==> run_1/gates.png <==
Drawn at 6 px/µm.
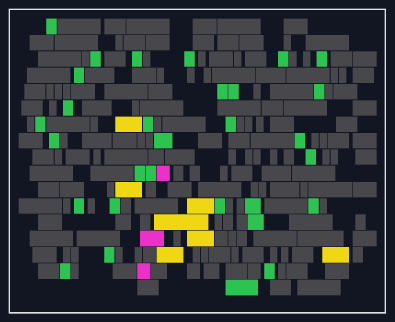
==> run_1/layers.png <==
Drawn at 6 px/µm.
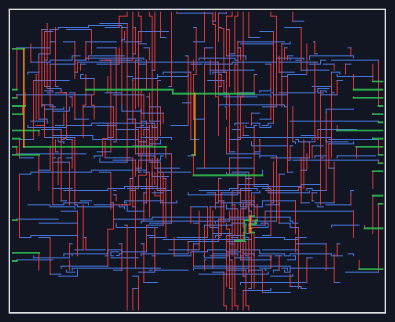
==> run_1/clock_nets.png <==
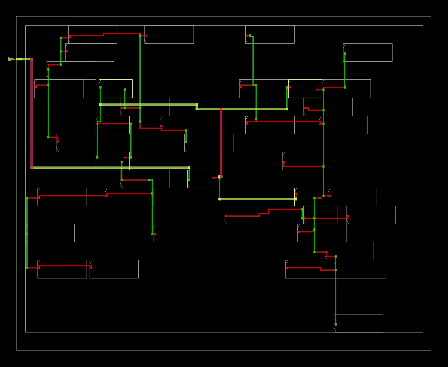
File: src/rtl/dsp_coeff_loader.sv
// Streams coefficients into the DSP slice's two 8-entry coefficient banks (A then B) and tracks per-bank readiness.
// Optional running checksum output is enabled by defining DSP_COEFF_CHECKSUM_EN.
module dsp_coeff_loader #(
    parameter int COEFF_W = 18,
    parameter int DEPTH   = 8,
    parameter int ADDR_W  = 3
) (
    input  logic               clk,
    input  logic               reset,
    input  logic               start,
    input  logic [1:0]         bank_mask,
    input  logic               s_valid,
    input  logic [COEFF_W-1:0] s_data,
    output logic               s_ready,
    output logic [ADDR_W-1:0]  coeffbank_addr,
    output logic [COEFF_W-1:0] coeffbank_data,
    output logic               coeffbank_we,
    output logic               coeffbank_sel,
    output logic               busy,
    output logic               done,
    output logic               start_err,
    output logic               bank_a_ok,
    output logic               bank_b_ok
`ifdef DSP_COEFF_CHECKSUM_EN
    ,
    output logic [23:0]        coeff_checksum
`endif
);

    typedef enum logic [1:0] {IDLE, LOAD_A, LOAD_B, FIN} state_t;

    state_t            state;
    state_t            next_state;
    logic              load_b_q;
    logic [ADDR_W-1:0] cnt;
    logic              accept;
    logic              start_accept;
    logic              last_word;

    assign accept       = s_valid && s_ready;
    assign start_accept = start && (state == IDLE);
    assign last_word    = (cnt == ADDR_W'(DEPTH - 1));

    always_ff @(posedge clk) begin
        if (reset) begin
            state <= IDLE;
        end else begin
            state <= next_state;
        end
    end

    // s_ready, busy and done depend on state alone so the upstream can never form a combinational loop through s_valid.
    always_comb begin
        next_state = state;
        s_ready    = 1'b0;
        busy       = 1'b1;
        done       = 1'b0;
        case (state)
            IDLE: begin
                busy = 1'b0;
                if (start) begin
                    if (bank_mask[0]) begin
                        next_state = LOAD_A;
                    end else if (bank_mask[1]) begin
                        next_state = LOAD_B;
                    end else begin
                        next_state = FIN;
                    end
                end
            end
            LOAD_A: begin
                s_ready = 1'b1;
                if (accept && last_word) begin
                    next_state = load_b_q ? LOAD_B : FIN;
                end
            end
            LOAD_B: begin
                s_ready = 1'b1;
                if (accept && last_word) begin
                    next_state = FIN;
                end
            end
            FIN: begin
                done       = 1'b1;
                next_state = IDLE;
            end
            default: begin
                next_state = IDLE;
            end
        endcase
    end

    // Write port is registered; addr/data/sel keep their last values whenever we is low.
    always_ff @(posedge clk) begin
        if (reset) begin
            load_b_q       <= 1'b0;
            cnt            <= '0;
            coeffbank_addr <= '0;
            coeffbank_data <= '0;
            coeffbank_we   <= 1'b0;
            coeffbank_sel  <= 1'b0;
            start_err      <= 1'b0;
            bank_a_ok      <= 1'b0;
            bank_b_ok      <= 1'b0;
        end else begin
            coeffbank_we <= 1'b0;
            start_err    <= start && (state != IDLE);
            if (start_accept) begin
                load_b_q <= bank_mask[1];
                cnt      <= '0;
                if (bank_mask[0]) begin
                    bank_a_ok <= 1'b0;
                end
                if (bank_mask[1]) begin
                    bank_b_ok <= 1'b0;
                end
            end
            if (accept) begin
                coeffbank_we   <= 1'b1;
                coeffbank_addr <= cnt;
                coeffbank_data <= s_data;
                coeffbank_sel  <= (state == LOAD_A);
                cnt            <= last_word ? '0 : cnt + 1'b1;
                // The ok flag rises together with the write pulse of the bank's final entry.
                if (last_word) begin
                    if (state == LOAD_A) begin
                        bank_a_ok <= 1'b1;
                    end else begin
                        bank_b_ok <= 1'b1;
                    end
                end
            end
        end
    end

`ifdef DSP_COEFF_CHECKSUM_EN
    always_ff @(posedge clk) begin
        if (reset || start_accept) begin
            coeff_checksum <= '0;
        end else if (accept) begin
            coeff_checksum <= coeff_checksum + 24'(s_data);
        end
    end
`endif

endmodule

File: config.mk
export PLATFORM = sky130hd
export DESIGN_NAME = dsp_coeff_loader
export DESIGN_NICKNAME = d
export VERILOG_FILES = /design/src/rtl/dsp_coeff_loader.sv
export SDC_FILE = /design/constraint.sdc
export NUM_CORES = 1
export LEC_CHECK = 0
export CAP_MARGIN = 30
export CORE_ASPECT_RATIO = 0.8
export CORE_UTILIZATION = 44
export CTS_BUF_LIST = sky130_fd_sc_hd__clkbuf_8
export DETAILED_ROUTE_END_ITERATION = 8
export GPL_TIMING_DRIVEN = 0
export PLACE_DENSITY_LB_ADDON = 0.12
export SETUP_SLACK_MARGIN = 0.02
export SLEW_MARGIN = 20
export SYNTH_ARGS = -nofsm -noshare
export SYNTH_HDL_FRONTEND = slang
export SYNTH_SLANG_ARGS = --single-unit
File: constraint.sdc
create_clock -name clk -period 1.6 [get_ports clk]
set_input_delay 0.16 -clock clk [delete_from_list [all_inputs] [get_ports clk]]
set_output_delay 0.16 -clock clk [all_outputs]
set_load 0.1 [all_outputs]
==> flow_metrics.tcl, run 1 <==
# implementation run metrics
set metrics [dict create \
    die_h_um 50.3 \
    dp_hpwl_um 2250 \
    dr_wl_met3_um 137 \
    cts_hold_buf 0 \
    seqPwrFrac 0.271 \
    total_power_mw 3.83 \
    p_switching_mw 1.94 \
    p_sw_frac 0.507 \
    die_area_um2 3140 \
    p_seq_mw 1.04 \
    mi_logic_area_um2 588 \
    clockNetworkAreaShare 0.0487 \
    setup_viol 0 \
    p_int_mw 1.89 \
    slowest_delay_ns 0.41 \
    htree_num_levels 2 \
    power.leakage_nw 0.752 \
    wl_met2_um 1510 \
    hp-class "in2reg" \
    antenna_found_initial 0 \
    diodes 0 \
    cp-start-kind "register" \
    syn_area_um2 1280 \
    initCoreUtil 0.465 \
    min_period_ns 1.51 \
    hold_slack_ns 0.432 \
    slew_headroom 0.628 \
    lay_top_cells "49 x nand2_1, 31 x dfxtp_1, 25 x a21oi_1" \
    postSynthCellCount 154 \
    vdd_drop_max_mv 1.05 \
    worstSetupPathDepth 3 \
    syn_nets 185 \
    period_used_share 0.944 \
    critPathTopFamily "flip-flops" \
    crit_type "reg2out" \
    grt_pass1_vias 1141 \
    seq_area_um2 642 \
    status "complete, no violations" \
    dominant_cells "flip-flops and latches" \
    grt_pass1_wl_um 4870 \
]
-- gates.png (at the start) --
[green] aoi and oai cells | cells: 30 | most used: a21oi_1 | where: all over the die
[magenta] and/or cells | cells: 3
[yellow] fa/ha/maj cells | cells: 7 | most used: ha_1
Post-Layout Cell Count: 251
most instantiated logic cell after routing: nand2_1

-- layers.png (at the start) --
[green] M3 | wire length: 137 µm
[red] M2 | wire length: 1510 µm
[orange] M4 | wire length: 29.2 µm
[blue] M1 | wire length: 1420 µm
routed vias: 1190
drt total wl: 3090 µm
wire length per cell: 12.3 µm
GRT Total Usage: 0.204

-- clock_nets.png (at the start) --
clk_buf instances: 7
flip-flops: 32

==> run 1: sequential cells by signal, indices dropped and copies added, names as in the netlist <==
name            flops
bank_a_ok           1
bank_b_ok           1
cnt                 3
coeffbank_addr      3
coeffbank_data     18
coeffbank_sel       1
coeffbank_we        1
load_b_q            1
start_err           1
state               2
==> run 1: cells by family after synthesis <==
family	Yosys count
buffers and inverters	14
DFF	32
muxes	2
AOI/OAI and AO/OA	31
adders and majority gates	7
and+or+nand+nor	68
==> run 1: Yosys cell counts, types with 2 or more instances <==
cell type,number
inv_1,6
nor2b_1,2
dfxtp_1,32
mux2i_1,2
ha_1,7
buf_6,2
nand2_1,49
clkbuf_1,2
nor2_1,5
nand3_1,5
a22oi_1,2
a21oi_1,25
buf_2,2
## Run 2: what changed since run 1
CTS_CLUSTER_DIAMETER = 50   (was not set)
SLEW_MARGIN = not set   (was 20)
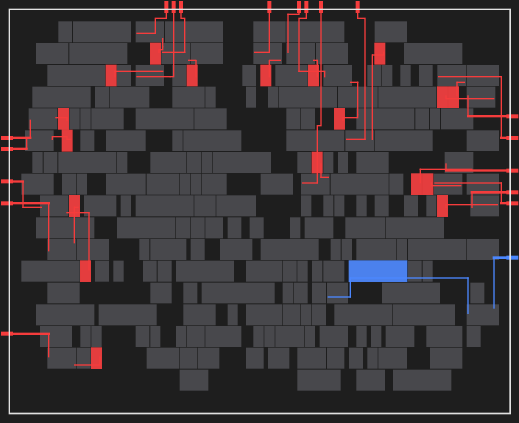
(run_2/port_trees.png)
Drawn at 8 px/µm.
[blue] bank_a_ok | direction: output | edge: right | end cells: 1 | buffers: 1 | wire: 32.2 µm
[red] s_data | direction: input | edge: 8 top, 5 right, 5 left | end cells: 18 | buffers: 18 | wire: 268 µm

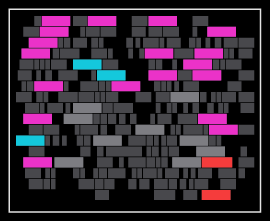
(run_2/ff_map.png)
Drawn at 4 px/µm. Other sequential cells in the stronger gray, the rest of the logic in the fainter gray.
[red] state | sequential cells: 2
[cyan] coeffbank_addr | sequential cells: 3
[magenta] coeffbank_data | sequential cells: 18

==> run 2 against run 1 <==
Core utilization did not move. Worst setup slack is the same. Global-route usage is the same. Combinational power hardly changed. Total power unchanged. Hold slack did not move. Fmax did not move. Critical path type unchanged.
==> flow_metrics.tcl, run 2 <==
# implementation run metrics
set metrics [dict create \
    status "complete, no violations" \
    initCoreUtil 0.465 \
    critPathTopFamily "flip-flops" \
    p_switching_mw 1.94 \
    wl_per_cell_um 12.3 \
    antenna_found_initial 0 \
    lay_top_count "nand2_1" \
    slew_headroom 0.628 \
    worstSetupPathDepth 3 \
    power.leakage_nw 0.752 \
    die_h_um 50.3 \
    ff_count 32 \
    seq_area_um2 642 \
    mi_logic_area_um2 588 \
    cts_hold_buf 0 \
    hp-class "in2reg" \
    p_seq_mw 1.04 \
    top_register "coeffbank_data" \
    lay_top_cells "49 x nand2_1, 31 x dfxtp_1, 25 x a21oi_1" \
    p_sw_frac 0.507 \
    cp-start-kind "register" \
    setup_viol 0 \
    total_power_mw 3.83 \
    clockNetworkAreaShare 0.0487 \
    postSynthCellCount 154 \
    dp_hpwl_um 2250 \
    dominant_cells "flip-flops and latches" \
    min_period_ns 1.51 \
    period_used_share 0.944 \
    slowest_delay_ns 0.41 \
    syn_area_um2 1280 \
    vias 1190 \
    synth_top_cell_by_count "nand2_1" \
    largest_reg_flops 18 \
    p_int_mw 1.89 \
    htree_num_levels 2 \
    grt_pass1_vias 1141 \
    hold_slack_ns 0.432 \
]
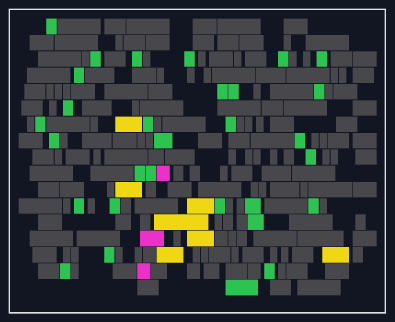
(run_2/gates.png)
Drawn at 6 px/µm.
[yellow] fa/ha/maj cells | cells: 7 | most used: ha_1
[magenta] and/or cells | cells: 3
[green] aoi and oai cells | cells: 30 | most used: a21oi_1 | where: all over the die
Comb/total area: 0.297

## run 2: cell counts in the layout (fill, tap and decap cells not counted)
No cell type changed its count.
## run 2: through the flow
| step | cells | setup WS, ns | instance area (µm²) |
|---|---|---|---|
| finish | 251 | 0.0898 | 1980 |
| global placement | 244 | -0.446 | 1870 |
| floorplan | 154 | 0.0254 | 1300 |
| global route | 251 | 0.0406 | 1980 |
| CTS | 251 | 0.0285 | 1990 |
| detailed placement | 244 | -0.470 | 1870 |
## run 2: metal layers
metal	routed length [µm]	part of all wire	track usage
met1	1420	0.46	0.230
met2	1510	0.49	0.364
met3	137	0.044	0.0659
met4	29	0.0094	0.0698
met5	0	0	0
==> run_2/layers.png <==
Drawn at 6 px/µm.
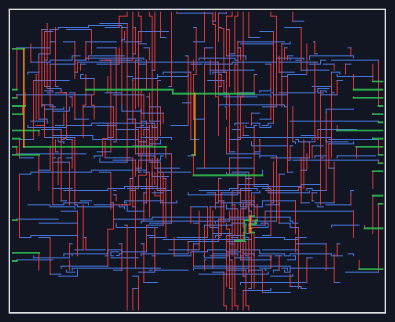

## Run 3: what changed since run 2
PLACE_DENSITY = 0.84   (was not set)
PLACE_DENSITY_LB_ADDON = not set   (was 0.12)
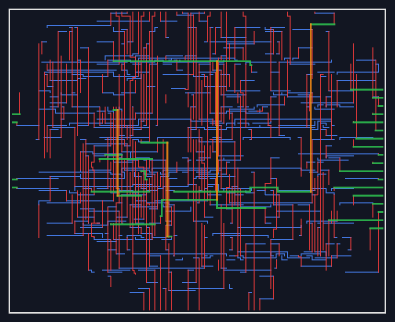
(run_3/layers.png)
Drawn at 6 px/µm.
[green] M3 | wire length: 178 µm
[orange] M4 | wire length: 80.9 µm
[red] M2 | wire length: 1670 µm
[blue] M1 | wire length: 1310 µm

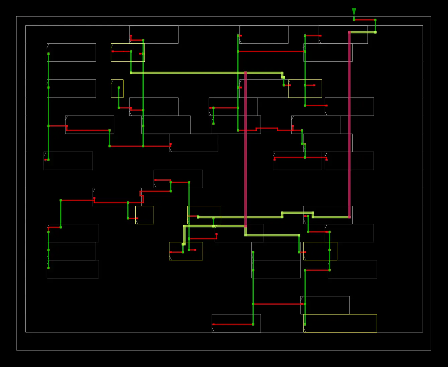
(run_3/clock_nets.png)
CTS Buf Count: 5
Setup Skew: 0.00523 ns
clk latency late pin: 0.28 ns
clk_buf instances: 5
CTS sink cnt: 32

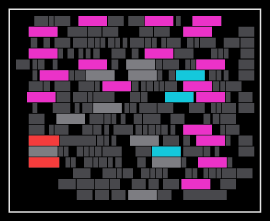
(run_3/ff_map.png)
Drawn at 4 px/µm. Other sequential cells in the stronger gray, the rest of the logic in the fainter gray.
[cyan] coeffbank_addr | sequential cells: 3
[red] state | sequential cells: 2
[magenta] coeffbank_data | sequential cells: 18 | where: all over the die
not colored: 9
flop share of the area: 0.321
sequential cell area: 643 µm²

==> run 3 against run 2 <==
Hold slack lost 0.016 ns. Final area grew 1.4%. Area after synthesis is the same. Critical path type unchanged. Routed wire length grew 4.7%. Fmax shrank 2.6%. Sequential cell count is the same. Sequential power is essentially flat. Non-clock buffer count is the same. Via count grew 6.1%.
==> flow_metrics.tcl, run 3 <==
# implementation run metrics
set metrics [dict create \
    status "complete, no violations" \
    largest_reg_flops 18 \
    dp_hpwl_um 2350 \
    top_register "coeffbank_data" \
    cp-start-kind "register" \
    wl_met1_um 1310 \
    initCoreUtil 0.465 \
    maxUsedRoutingLayer "met4" \
    gr-usage-met3 0.0818 \
    synth_top_cell_by_area "dfxtp_1" \
    lay_top_cells "49 x nand2_1, 30 x dfxtp_1, 25 x a21oi_1, 25 x clkdlybuf4s15_2, 23 x clkdlybuf4s50_1" \
    postSynthCellCount 154 \
    layoutNonFillerInstCount 252 \
    slowest_delay_ns 0.81 \
    antenna_found_initial 0 \
    syn_area_um2 1280 \
    numPlacedInstances 244 \
    mi_logic_area_um2 588 \
    dominant_cells "flip-flops and latches" \
    cts_hold_buf 0 \
    htree_num_levels 2 \
    critPathTopFamily "buffers and inverters" \
    dr_wl_met3_um 177 \
    min_period_ns 1.55 \
    wl_met2_um 1670 \
    setup_viol 0 \
    worstSetupPathDepth 1 \
    hp-class "in2reg" \
    final_antenna_net_count 0 \
    grt_use_met2 0.400 \
    grt_pass1_wl_um 5350 \
    nNetsFinal 244 \
    place_ws_ns -0.448 \
    total_power_mw 3.96 \
    wl_per_cell_um 12.8 \
    power.leakage_nw 0.754 \
    globalRouteMet1Util 0.236 \
    comb_share 0.293 \
    ff_count 32 \
    grt_pass1_vias 1206 \
    final_cell_area_um2 2010 \
    top_regs "coeffbank_data (18), cnt (3), coeffbank_addr (3)" \
    via_per_inst 5.01 \
    clockNetworkAreaShare 0.0555 \
    grt-busiest-layer "met2" \
    synth_top_cell_by_count "nand2_1" \
    vias 1263 \
]
[run 3: cell counts after synthesis]
No cell type changed its count.
[run 3: how the worst min path moves through the flow]
| stage | slack, ns | cells after the start | end |
|---|---|---|---|
| final | 0.42 | 3 | coeffbank_data[8] |
| after global routing | 0.43 | 3 | coeffbank_data[3] |
| after CTS | 0.41 | 3 | coeffbank_data[8] |
| after detailed placement | 0.45 | 2 | coeffbank_data[2] |
| after global placement | 0.44 | 2 | coeffbank_data[12] |
| after floorplan | 0.30 | 2 | coeffbank_data[0] |
[run 3: power breakdown]
part | internal [mW] | switching, mW
Sequential | 0.945 | 0.0865
Combinational | 0.564 | 1.60
Clock | 0.460 | 0.302
Total | 1.97 | 1.99
[run 3: timing repair]
action,4_1_cts,5_1_grt
gates resized,90,4
endpoints found under the setup margin,29,6
setup buffers,0,0
Power figures rest on the tool's default switching activity, not on a simulated workload.
